### Nets reached from selected ports, run 1

Bar = 20 um.
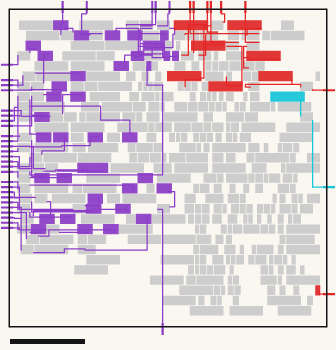
### Cell density map, run 1

Bar = 20 um. 8 x 8 tiles, from white (low) to dark blue (high), 0 to 100% covered.
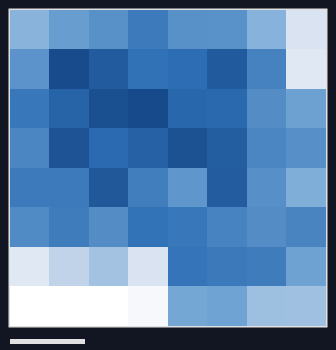
### Power grid, run 1

Bar = 20 um. Pins as bars on the die edge. Tap cells in gray.
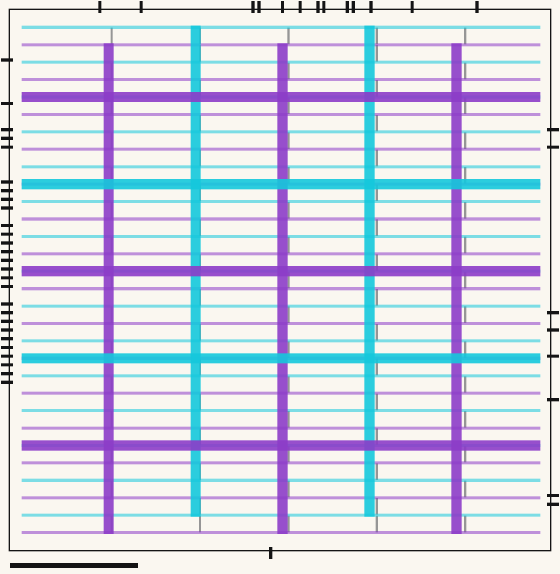
===== config.mk =====
export PLATFORM = sky130hd
export DESIGN_NAME = lcd_hex_writer
export DESIGN_NICKNAME = d
export VERILOG_FILES = /design/src/rtl/lcd_hex_writer.sv
export SDC_FILE = /design/constraint.sdc
export NUM_CORES = 1
export LEC_CHECK = 0
export CAP_MARGIN = 15
export CORE_MARGIN = 1.5
export CORE_UTILIZATION = 55
export CTS_CLUSTER_DIAMETER = 200
export DETAILED_ROUTE_END_ITERATION = 6
export HOLD_SLACK_MARGIN = 0.15
export PLACE_DENSITY = 0.85
export SYNTH_ARGS = -nofsm -noshare
export SYNTH_HDL_FRONTEND = slang
export SYNTH_SLANG_ARGS = --single-unit

===== constraint.sdc =====
create_clock -name Clock -period 3.8 [get_ports Clock]
set_input_delay 0.76 -clock Clock [delete_from_list [all_inputs] [get_ports Clock]]
set_output_delay 0.76 -clock Clock [all_outputs]
set_load 0.02 [all_outputs]

===== src/rtl/lcd_hex_writer.sv =====
// HD44780-style character writer: shows DIGITS hex nibbles, a space, then "OK"/"ER",
// with real EN setup/pulse/hold/wait timing. Define LCD_HEX_WRITER_ADDR_EN to prepend a DDRAM address command.
module lcd_hex_writer #(
  parameter int          DIGITS      = 8,
  parameter int          SETUP_CYC   = 2,
  parameter int          EN_HIGH_CYC = 25,
  parameter int          HOLD_CYC    = 2,
  parameter int          WAIT_CYC    = 2500,
  parameter logic [7:0]  START_ADDR  = 8'h00
) (
  input  logic                  Clock,
  input  logic                  Reset_n,
  input  logic                  start,
  input  logic [4*DIGITS-1:0]   value,
  input  logic                  status,
  output logic                  busy,
  output logic                  done,
  output logic                  LCD_RS,
  output logic                  LCD_RW,
  output logic                  LCD_EN,
  output logic [7:0]            LCD_DATA
);

`ifdef LCD_HEX_WRITER_ADDR_EN
  localparam int OFS = 1;
`else
  localparam int OFS = 0;
`endif
  localparam int N    = DIGITS + 3 + OFS;
  localparam int M1   = (SETUP_CYC > EN_HIGH_CYC) ? SETUP_CYC : EN_HIGH_CYC;
  localparam int M2   = (HOLD_CYC > WAIT_CYC) ? HOLD_CYC : WAIT_CYC;
  localparam int MAXC = (M1 > M2) ? M1 : M2;
  localparam int CW   = $clog2(MAXC) + 1;
  localparam int IW   = $clog2(N + 1);

  typedef enum logic [2:0] {IDLE, SETUP, PULSE, HOLD, WAIT, DONE} state_e;

  state_e              state_q;
  logic [CW-1:0]       cnt_q;
  logic [IW-1:0]       idx_q, idx_d;
  logic [4*DIGITS-1:0] value_q;
  logic                status_q, busy_q, done_q, rs_q, en_q;
  logic [7:0]          data_q;
  logic [8:0]          next_chr;
  logic                last;

  // {RS, DATA} for character position idx of the given value/status
  function automatic logic [8:0] char_of(input logic [IW-1:0] idx,
                                         input logic [4*DIGITS-1:0] v,
                                         input logic st);
    int                  d;
    logic [4*DIGITS-1:0] sh;
    logic [3:0]          nib;
    d       = int'(idx) - OFS;
    char_of = {1'b1, 8'h20};
    if (OFS == 1 && idx == '0) begin
      char_of = {1'b0, 8'h80 | {1'b0, START_ADDR[6:0]}};
    end else if (d < DIGITS) begin
      sh      = v << (4 * d);
      nib     = sh[4*DIGITS-1 -: 4];
      char_of = {1'b1, (nib < 4'd10) ? (8'h30 + {4'h0, nib}) : (8'h37 + {4'h0, nib})};
    end else if (d == DIGITS + 1) begin
      char_of = {1'b1, st ? 8'h45 : 8'h4F};
    end else if (d == DIGITS + 2) begin
      char_of = {1'b1, st ? 8'h52 : 8'h4B};
    end
  endfunction

  assign idx_d    = idx_q + IW'(1);
  assign next_chr = char_of(idx_d, value_q, status_q);
  assign last     = (idx_q == IW'(N - 1));

  always_ff @(posedge Clock or negedge Reset_n) begin
    if (!Reset_n) begin
      state_q  <= IDLE;
      cnt_q    <= '0;
      idx_q    <= '0;
      value_q  <= '0;
      status_q <= 1'b0;
      busy_q   <= 1'b0;
      done_q   <= 1'b0;
      rs_q     <= 1'b0;
      en_q     <= 1'b0;
      data_q   <= 8'h00;
    end else begin
      done_q <= 1'b0;
      case (state_q)
        IDLE: if (start) begin
          value_q          <= value;
          status_q         <= status;
          idx_q            <= '0;
          busy_q           <= 1'b1;
          {rs_q, data_q}   <= char_of('0, value, status);
          cnt_q            <= CW'(SETUP_CYC - 1);
          state_q          <= SETUP;
        end
        SETUP: if (cnt_q == '0) begin
          en_q    <= 1'b1;
          cnt_q   <= CW'(EN_HIGH_CYC - 1);
          state_q <= PULSE;
        end else cnt_q <= cnt_q - CW'(1);
        PULSE: if (cnt_q == '0) begin
          en_q    <= 1'b0;
          cnt_q   <= CW'(HOLD_CYC - 1);
          state_q <= HOLD;
        end else cnt_q <= cnt_q - CW'(1);
        HOLD: if (cnt_q == '0) begin
          cnt_q   <= CW'(WAIT_CYC - 1);
          state_q <= WAIT;
        end else cnt_q <= cnt_q - CW'(1);
        WAIT: if (cnt_q == '0) begin
          if (last) begin
            busy_q  <= 1'b0;
            done_q  <= 1'b1;
            state_q <= DONE;
          end else begin
            idx_q          <= idx_d;
            {rs_q, data_q} <= next_chr;
            cnt_q          <= CW'(SETUP_CYC - 1);
            state_q        <= SETUP;
          end
        end else cnt_q <= cnt_q - CW'(1);
        DONE: state_q <= IDLE;
        default: state_q <= IDLE;
      endcase
    end
  end

  assign busy     = busy_q;
  assign done     = done_q;
  assign LCD_RS   = rs_q;
  assign LCD_RW   = 1'b0;
  assign LCD_EN   = en_q;
  assign LCD_DATA = data_q;

endmodule


==> impl_metrics.csv, run 1 <==
group,metric,value,unit
final_timing,hold_ws,0.2404,ns
die,die_width,84.31,um
detailed_routing,postRouteAntennaNets,0,
final_timing,maxSlewHeadroom,51.30,%
clock_tree,numCtsBuffers,9,
final_timing,rsz0062_at_grt,"false",
yosys,syn_area_per_cell,10.51,um^2
clock_tree,cts_tree,"done",
worst_setup_path,critPathMaxFanout,12,
min_path,hold_class,"in -> async",
outcome,status,"finished clean",
final_timing,fin_ws,0.4104,ns
detailed_routing,drtPass1Iterations,4,
cells_and_area,fill_cells,484,
detailed_routing,wl,8162,um
detailed_routing,routed_via_density,6.112,
detailed_routing,drtIter0Drc,240,
power,power_density,297.3,nW/um^2
clock_tree,cts_resized,0,
final_timing,hold_viol,0,
worst_setup_path,crit_arrival,3.62,ns
cells_and_area,final_cell_mix,"64 x dfrtp_1, 45 x clkdlybuf4s50_1, 33 x mux2_2",
worst_setup_path,slowest_stage,"ha_1",
placed_design,place_ws,0.4761,ns
cells_and_area,layout.cells.most_common,"dfrtp_1",
placed_design,dp_hpwl,5859,um
global_route,grt_max_degree,48,
global_route,antenna_found_initial,0,
worst_setup_path,r2r_slack,0.41,ns
yosys,topCellsByArea,"dfrtp_1 44%, mux2_2 10%, o21ai_0 4.0%",
global_route,gr-total-overflow,0,
final_timing,slew_viol_final,0,
worst_setup_path,r2r-start,"idx_q[0]$_DFFE_PN0P_",
clock_tree,htree_levels,3,
worst_setup_path,crit_chain,"inv_1 -> ha_1 -> mux2i_1 -> mux4_2 -> nor2_1 -> inv_1 -> ha_1 -> nor3_1 -> o211ai_1 -> a41oi_1 -> o21ai_1",
power,vdd_drop_max,0.0002966,V
cells_and_area,nets,436,
yosys,async_reset_ff_share,100.0,%
clock_tree,path_clk_slew,0.08,ns
yosys,ys_cells,346,
worst_setup_path,path_class,"reg -> reg",
clock_tree,cts_post_setup_buffers_inserted,0,
worst_setup_path,cp_num_cells,11,
yosys,yosysWarnings,0,
About 'Nets reached from selected ports':
port	color	bits	direction	edge	end cells	wire
LCD_DATA	red	8	output	6 top, 2 right	8	197 um
done	cyan	1	output	right	1	26.4 um
value	purple	32	input	26 left, 5 top, 1 bottom	42	797 um
PortBufs: 46
IO Pins: 49

About 'Cell density map':
mean over tiles	59%
nearly empty tiles	4.7%
emptiest ninth of the die	bottom left
fullest tile	90%
core area: 6386 um^2
final core utilization: 67.18%

About 'Power grid':
net	color
VSS	purple
VDD	cyan
tap cells	77
met5 straps	5
met1 rails	30
met4 straps	5

-- run 1: flip-flops by register name (all words and copies together) (netlist names) --
signal    cells
idx_q         4
LCD_RS        1
state_q       3
LCD_DATA      7
cnt_q        13
done          1
status_q      1
value_q      32
LCD_EN        1
busy          1
-- run 1: per-stage QoR --
stage	instance area, um^2	total power (W)
after global placement	4096	0.0007583
after CTS	4270	0.001274
after global routing	4290	0.001317
final	4290	0.001276
after floorplan	3640	0.0007061
after detailed placement	4096	0.0007598
-- run 1: synthesized netlist by cell type, types with 3 or more instances --
cell type	n
a2111oi_0	4
a21oi_1	21
a31oi_1	3
buf_2	6
buf_4	4
dfrtp_1	64
ha_1	8
inv_1	13
mux2_2	33
mux2i_1	14
mux4_2	4
nand2_1	21
nand3_1	13
nor2_1	22
nor2b_1	4
nor3_1	9
o21ai_0	29
o22a_1	3
o22ai_1	3
o31ai_1	4
or2_2	3
or3_1	3
xnor2_1	4
-- run 1: power by group --
part / switching [W] / internal, W / total (W)
Combinational: 0.0000286 / 0.0000381 / 0.0000667
Sequential: 0.000000413 / 0.000681 / 0.000682
Clock: 0.000275 / 0.000252 / 0.000527
Total: 0.000304 / 0.000971 / 0.00128
-- run 1: cell type report --
| cell class | count | area (um^2) | share of cell area (%) |
|---|---|---|---|
| Tap cell | 77 | 96.34 | 2.246 |
| Sequential cell | 64 | 1602 | 37.33 |
| Inverter | 13 | 48.80 | 1.137 |
| Clock inverter | 5 | 32.53 | 0.7582 |
| Timing Repair Buffer | 51 | 505.5 | 11.78 |
| Clock buffer | 11 | 141.4 | 3.295 |
| Multi-Input combinational cell | 253 | 1864 | 43.45 |
-- run 1: routing by layer --
metal,track usage [%],share of wire [%],up-vias
met2,38.33,48,96
met3,5.408,5.1,14
met4,7.750,1.3,0
li1,-,-,1357
met1,34.34,46,1430
met5,0,0,-
-- run 1: cells by family after synthesis --
| logic type | count (synthesis) | share of synthesized area, % |
|---|---|---|
| simple gates | 94 | 13.35 |
| compound gates | 93 | 17.00 |
| flops | 64 | 44.05 |
| mux | 51 | 16.55 |
| buf+inv | 30 | 4.783 |
| fa+ha+maj | 8 | 2.753 |
| xor+xnor | 5 | 1.411 |
| other cells | 1 | 0.1031 |
-- run 1: how the worst max path moves through the flow --
stage                               startpoint                      end  slack, ns
after floorplan           idx_q[0]$_DFFE_PN0P_  LCD_DATA[4]$_DFFE_PN0P_       0.73
after global placement    idx_q[0]$_DFFE_PN0P_  LCD_DATA[4]$_DFFE_PN0P_       0.67
after detailed placement  idx_q[0]$_DFFE_PN0P_  LCD_DATA[4]$_DFFE_PN0P_       0.48
after CTS                 idx_q[0]$_DFFE_PN0P_  LCD_DATA[4]$_DFFE_PN0P_       0.45
after global routing      idx_q[0]$_DFFE_PN0P_  LCD_DATA[4]$_DFFE_PN0P_       0.17
final                     idx_q[0]$_DFFE_PN0P_  LCD_DATA[4]$_DFFE_PN0P_       0.41
### Cell placement, run 1

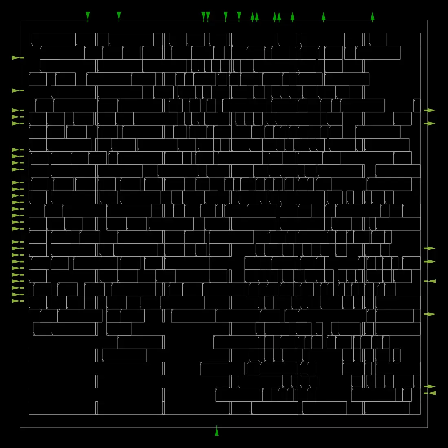

--- run 2 (diff from run 1) ---
--- a/config.mk
+++ b/config.mk
@@ -11,7 +11,7 @@
 export CTS_CLUSTER_DIAMETER = 200
 export DETAILED_ROUTE_END_ITERATION = 6
 export HOLD_SLACK_MARGIN = 0.15
-export PLACE_DENSITY = 0.85
+export PLACE_DENSITY = 0.87
 export SYNTH_ARGS = -nofsm -noshare
 export SYNTH_HDL_FRONTEND = slang
 export SYNTH_SLANG_ARGS = --single-unit
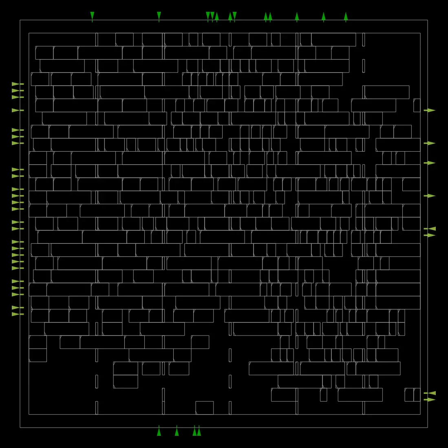
*Cell placement, run 2*
FILL cells: 479
final core utilization: 67.24%

==> run 2 against run 1 <==
Compared with the run above:
- area after synthesis did not move
- flip-flop count did not move
- critical path depth did not move
- fmax fell by 1.5%
- global-route usage rose by 0.14 points
- non-clock buffer count fell by 2
- setup slack got worse by 0.052 ns
- highest routed layer unchanged
- utilization rose by 0.059 points
==> impl_metrics.csv, run 2 <==
group,metric,value,unit
outcome,status,"finished clean",
final_timing,fin_ws,0.3586,ns
cells_and_area,nets,434,
die,die_width,84.31,um
worst_setup_path,crit_arrival,3.64,ns
clock_tree,numCtsBuffers,9,
yosys,async_reset_ff_share,100.0,%
clock_tree,htree_levels,3,
power,pwr-share-clk,44.6,%
detailed_routing,drtPass1Iterations,4,
worst_setup_path,critPathMaxFanout,11,
die,io-pin-count,49,
worst_setup_path,path_class,"reg -> reg",
die,core,6386,um^2
power,p_sw_share,20.64,%
cells_and_area,mi_logic_area,1864,um^2
worst_setup_path,crit_chain,"inv_1 -> ha_1 -> mux2i_1 -> mux4_2 -> nor2_1 -> inv_1 -> ha_1 -> nor3_1 -> o211ai_1 -> a41oi_1 -> o21ai_1",
detailed_routing,routed_via_density,6.049,
clock_tree,cts_post_setup_buffers_inserted,0,
cells_and_area,final_cell_mix,"64 x dfrtp_1, 45 x clkdlybuf4s50_1, 33 x mux2_2",
placed_design,port_buffers,46,
yosys,top_area_share,44.05,%
final_timing,hold_viol,0,
detailed_routing,wl,8076,um
worst_setup_path,required,4.00,ns
cells_and_area,layout.cells.most_common,"dfrtp_1",
final_timing,clock_skew,0.006664,ns
cells_and_area,largest_reg_flops,32,
detailed_routing,postRouteAntennaNets,0,
placed_design,place_ws,0.4279,ns
yosys,topCellsByArea,"dfrtp_1 44%, mux2_2 10%, o21ai_0 4.0%",
global_route,grt_max_degree,45,
clock_tree,cts_tree,"done",
final_timing,rsz0062_at_grt,"false",
power,power_density,313.5,nW/um^2
final_timing,slew_viol_final,0,
cells_and_area,flop_area,1602,um^2
worst_setup_path,r2r_slack,0.36,ns
worst_setup_path,ff2ff_path_depth,11,
final_timing,maxSlewHeadroom,34.68,%
power,internal_power,0.001068,W
power,seqPwrFrac,50.7,%
yosys,ys_cells,346,
global_route,gr-total-overflow,0,
clock_tree,path_clk_slew,0.07,ns
power,p_sw,0.0002779,W
placed_design,dp_hpwl,5906,um
power,p_comb_share,4.7,%
global_route,antenna_found_initial,0,
yosys,yosysWarnings,0,
yosys,synth-edff-count,0,
worst_setup_path,slowest_stage,"dfrtp_1",
detailed_routing,drtIter0Drc,146,
worst_setup_path,r2r-start,"idx_q[0]$_DFFE_PN0P_",
yosys,synth.cells.most_frequent,"64 x dfrtp_1, 33 x mux2_2, 29 x o21ai_0",
yosys,syn_area_per_cell,10.51,um^2
yosys,top_cell,"dfrtp_1",
clock_tree,cts_resized,0,
die,die_y,84.31,um
cells_and_area,largest_register,"value_q",
yosys,yosysTopAreaCell,"dfrtp_1",
power,vdd_drop_max,0.0003535,V
min_path,hold_class,"reg -> reg",
-- run 2: cell counts after synthesis --
No cell type changed its count.
-- run 2: stage by stage --
| step | util (%) | hold slack, ns | instance area [um^2] | cells | total power [W] |
|---|---|---|---|---|---|
| detailed placement | 64.03 | 0.4609 | 4089 | 456 | 0.0007588 |
| floorplan | - | 0.4518 | 3640 | 347 | 0.0007061 |
| CTS | 67.24 | 0.4758 | 4294 | 471 | 0.001362 |
| global placement | 64.03 | 0.4541 | 4089 | 456 | 0.0007573 |
| global route | 67.24 | 0.4932 | 4294 | 471 | 0.001398 |
| finish | 67.24 | 0.4764 | 4294 | 471 | 0.001346 |
-- run 2: cells by family after synthesis --
logic type	after synthesis	share of synthesized area, %
buf+inv	30	4.783
other cells	1	0.1031
mux	51	16.55
fa+ha+maj	8	2.753
flops	64	44.05
xor+xnor	5	1.411
compound gates	93	17.00
simple gates	94	13.35
-- run 2: layer usage --
metal / routed length [um] / global-route usage, %
met3: 377 / 6.588
met4: 186 / 11.62
met5: 0 / 0
met1: 3440 / 30.97
met2: 4073 / 39.85
-- run 2: worst max path at each step --
| stage | from | end | slack, ns | cells past startpoint |
|---|---|---|---|---|
| global route | idx_q[0]$_DFFE_PN0P_ | LCD_DATA[6]$_DFFE_PN0P_ | 0.08 | 12 |
| global placement | idx_q[0]$_DFFE_PN0P_ | LCD_DATA[6]$_DFFE_PN0P_ | 0.58 | 12 |
| floorplan | idx_q[0]$_DFFE_PN0P_ | LCD_DATA[4]$_DFFE_PN0P_ | 0.73 | 14 |
| detailed placement | idx_q[0]$_DFFE_PN0P_ | LCD_DATA[4]$_DFFE_PN0P_ | 0.43 | 11 |
| finish | idx_q[0]$_DFFE_PN0P_ | LCD_DATA[4]$_DFFE_PN0P_ | 0.36 | 11 |
| CTS | idx_q[0]$_DFFE_PN0P_ | LCD_DATA[6]$_DFFE_PN0P_ | 0.36 | 12 |
-- run 2: cell type report --
cell class / instances / share of cell area (%)
Multi-Input combinational cell: 253 / 43.41
Sequential cell: 64 / 37.30
Timing Repair Buffer: 49 / 11.13
Clock buffer: 12 / 3.846
Tap cell: 77 / 2.244
Inverter: 13 / 1.136
Clock inverter: 3 / 0.9324
-- run 2: power by group through the flow --
stage | Sequential, W | Combinational (W) | Clock [W]
3_3_place_gp | 0.000695 | 0.0000624 | 0
4_1_cts | 0.000682 | 0.0000644 | 0.000615
3_5_place_dp | 0.000695 | 0.0000639 | 0
6_report | 0.000682 | 0.0000634 | 0.000601
2_1_floorplan | 0.000695 | 0.0000111 | 0
5_1_grt | 0.000681 | 0.0000698 | 0.000646
### Cell density map, run 2

Bar = 20 um. 8 x 8 tiles, from white (low) to dark blue (high), 0 to 100% covered.
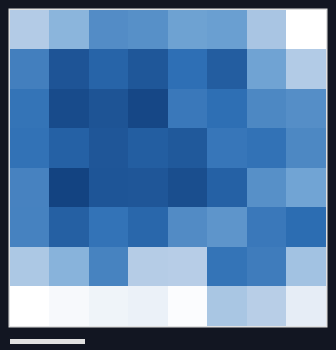

--- run 3 (diff from run 2) ---
--- a/config.mk
+++ b/config.mk
@@ -7,11 +7,11 @@
 export LEC_CHECK = 0
 export CAP_MARGIN = 15
 export CORE_MARGIN = 1.5
-export CORE_UTILIZATION = 55
+export CORE_UTILIZATION = 47
 export CTS_CLUSTER_DIAMETER = 200
 export DETAILED_ROUTE_END_ITERATION = 6
 export HOLD_SLACK_MARGIN = 0.15
-export PLACE_DENSITY = 0.87
+export PLACE_DENSITY = 0.77
 export SYNTH_ARGS = -nofsm -noshare
 export SYNTH_HDL_FRONTEND = slang
 export SYNTH_SLANG_ARGS = --single-unit
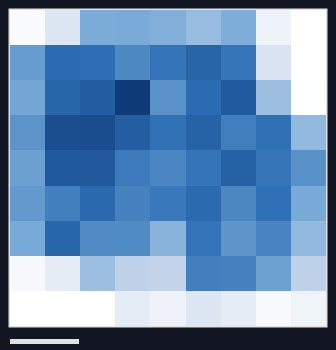
*Cell density map, run 3*
Bar = 20 um. 9 x 9 tiles, from white (low) to dark blue (high), 0 to 100% covered.
tiles over 75% full	22%
nearly empty tiles	7.4%
fullest tile	95%
mean over tiles	51%
core area: 7370 um^2
final core utilization: 59.30%

==> run 3 against run 2 <==
Compared with the run above:
- clock power up 24%
- via count down 0.95%
- clock skew up 0.00099 ns
- synthesized cell count unchanged
- critical path depth up 1
- critical path type unchanged
- largest cell class unchanged
- highest routed layer unchanged
==> impl_metrics.csv, run 3 <==
group,metric,value,unit
outcome,status,"finished clean",
power,p_sw_share,20.21,%
final_timing,slew_viol_final,0,
final_timing,rsz0062_at_grt,"false",
final_timing,setup_viol,0,
worst_setup_path,r2r-start,"idx_q[0]$_DFFE_PN0P_",
yosys,top_area_share,44.05,%
yosys,yosysUniqueCellTypes,63,
global_route,antenna_found_initial,0,
power,p_sw,0.0003009,W
worst_setup_path,crit_arrival,3.58,ns
clock_tree,path_clk_slew,0.07,ns
min_path,min_path_cells,1,
flow_run,tool_warnings,30,
die,io-pin-count,49,
final_timing,clock_skew,0.007650,ns
global_route,gr-total-overflow,0,
yosys,syn_area,3636,um^2
yosys,syn_area_per_cell,10.51,um^2
yosys,ys_cells,346,
detailed_routing,drtIter0Drc,122,
yosys,synth-edff-count,0,
clock_tree,cts_buffer_depth,2,
die,die_area,8273,um^2
detailed_routing,postRouteAntennaNets,0,
cells_and_area,diodes,0,
worst_setup_path,path_class,"reg -> reg",
cells_and_area,largest_reg_flops,32,
min_path,worstHoldStart,"LCD_RS$_DFFE_PN0P_",
die,die_y,90.96,um
final_timing,maxSlewHeadroom,38.07,%
flow_run,maxCapViolCount,0,
yosys,synth.cells.most_frequent,"64 x dfrtp_1, 33 x mux2_2, 29 x o21ai_0",
power,p_comb_share,4.2,%
detailed_routing,drtPass1Iterations,4,
power,seqPwrFrac,45.8,%
clock_tree,cts_post_setup_buffers_inserted,0,
power,power_density,340.6,nW/um^2
cells_and_area,drive_above_1_share,19.24,%
power,leakage,1.878,nW
clock_tree,cts.sinks,64,
yosys,topCellsByArea,"dfrtp_1 44%, mux2_2 10%, o21ai_0 4.0%",
power,pwr-share-clk,50.0,%
cells_and_area,area_growth,20.20,%
die,die_width,90.96,um
clock_tree,numCtsBuffers,9,
detailed_routing,wl,7988,um
yosys,yosysWarnings,0,
yosys,ys_chip_area,3636,um^2
worst_setup_path,cp-end-kind,"flip-flop",
min_path,hold_class,"reg -> reg",
cells_and_area,fill_cells,619,
final_timing,fin_crit,3.352,ns
cells_and_area,final_cell_mix,"64 x dfrtp_1, 45 x clkdlybuf4s50_1, 33 x mux2_2",
clock_tree,holdBufCountCts,0,
yosys,yosysTopAreaCell,"dfrtp_1",
placed_design,dp_hpwl,5793,um
clock_tree,htree_levels,3,
final_timing,hold_ws,0.4858,ns
clock_tree,clk_latency,0.35,ns
yosys,synth-seq-cells,64,
detailed_routing,routed_via_density,5.713,
final_timing,tns,0,ns
detailed_routing,via_count,2822,
min_path,min_to,"LCD_RS$_DFFE_PN0P_",
worst_setup_path,critPathMaxFanout,13,
power,vdd_drop_max,0.0002550,V
detailed_routing,drc,0,
placed_design,gp_congestion,0.8684,
worst_setup_path,ff2ff_path_depth,12,
power,internal_power,0.001188,W
global_route,grt_max_degree,43,
final_timing,finalCritPeriodShare,88.21,%
cells_and_area,largest_register,"value_q",
yosys,synthCells,346,
yosys,async_reset_ff_share,100.0,%
global_route,grt_pass1_vias,2781,
worst_setup_path,r2r_slack,0.45,ns
final_timing,hold_viol,0,
global_route,grt_usage,20.44,%
cells_and_area,nets,434,
global_route,grt_pass1_wl,13390,um
cells_and_area,layout.cells.most_common,"dfrtp_1",
yosys,top_cell,"dfrtp_1",
clock_tree,cts_resized,0,
final_timing,fmax,0.2983,GHz
worst_setup_path,required,4.03,ns
placed_design,port_buffers,46,
clock_tree,cts_tree,"done",
## run 3: logic make-up (layout without fill, tap and decap cells)
family,after synthesis,count (layout),synth area share [%]
AOI/OAI and AO/OA,93,93,17.00
xor gates and xnor gates,5,5,1.411
adders and majority gates,8,8,2.753
buffers and inverters,30,78,4.783
DFF,64,64,44.05
muxes,51,51,16.55
other,1,2,0.1031
and+or+nand+nor,94,94,13.35
## run 3: critical path, cell delays in order (launching register included)
cell and delay, ns:
dfrtp_1 0.58, inv_1 0.24, ha_1 0.49, buf_4 0.26, mux4_2 0.30, mux2i_1 0.17, nor2_1 0.08, inv_1 0.09
ha_1 0.16, nor3_1 0.06, o211ai_1 0.38, nand4_1 0.14, a32o_1 0.27
## run 3: layout make-up
class	count	area, um^2	area share [%]
clock buffers	11	151.4	3.464
inverters	13	48.80	1.117
well taps	99	123.9	2.834
flip-flops and latches	64	1602	36.64
repair buffers	49	478.0	10.94
clock inverters	5	102.6	2.348
multi-input cells	253	1864	42.66
## run 3: power groups by stage
stage               clock network [W]  logic [W]  registers [W]
finish                       0.000744  0.0000628       0.000682
global route                 0.000786  0.0000694       0.000681
CTS                          0.000751  0.0000642       0.000682
detailed placement                  0  0.0000638       0.000695
global placement                    0  0.0000634       0.000695
floorplan                           0  0.0000111       0.000695
## run 3: worst max-delay path by stage
stage,end,cells after the start,start,slack (ns)
finish,LCD_DATA[6]$_DFFE_PN0P_,12,idx_q[0]$_DFFE_PN0P_,0.45
global route,LCD_DATA[6]$_DFFE_PN0P_,12,idx_q[0]$_DFFE_PN0P_,0.14
CTS,LCD_DATA[6]$_DFFE_PN0P_,12,idx_q[0]$_DFFE_PN0P_,0.45
detailed placement,LCD_DATA[6]$_DFFE_PN0P_,12,idx_q[0]$_DFFE_PN0P_,0.48
global placement,LCD_DATA[6]$_DFFE_PN0P_,12,idx_q[0]$_DFFE_PN0P_,0.63
floorplan,LCD_DATA[4]$_DFFE_PN0P_,14,idx_q[0]$_DFFE_PN0P_,0.73
## run 3: routing by layer
layer | up-vias | track usage, % | share of wire (%)
met5 | - | 0 | 0
met4 | 0 | 8.464 | 1.7
met3 | 12 | 3.936 | 4.5
met2 | 86 | 33.46 | 49
met1 | 1373 | 26.45 | 45
li1 | 1351 | - | -
## run 3: stage by stage
stage / total power (W) / cell area, um^2 / std cells / setup slack, ns / util (%)
final: 0.001489 / 4370 / 494 / 0.4478 / 59.30
after global routing: 0.001536 / 4370 / 494 / 0.1429 / 59.30
after global placement: 0.0007583 / 4116 / 478 / 0.6297 / 55.86
after detailed placement: 0.0007587 / 4116 / 478 / 0.4786 / 55.86
after CTS: 0.001497 / 4370 / 494 / 0.4451 / 59.30
after floorplan: 0.0007061 / 3640 / 347 / 0.7294 / -
Power figures rest on the tool's default switching activity, not on a simulated workload.
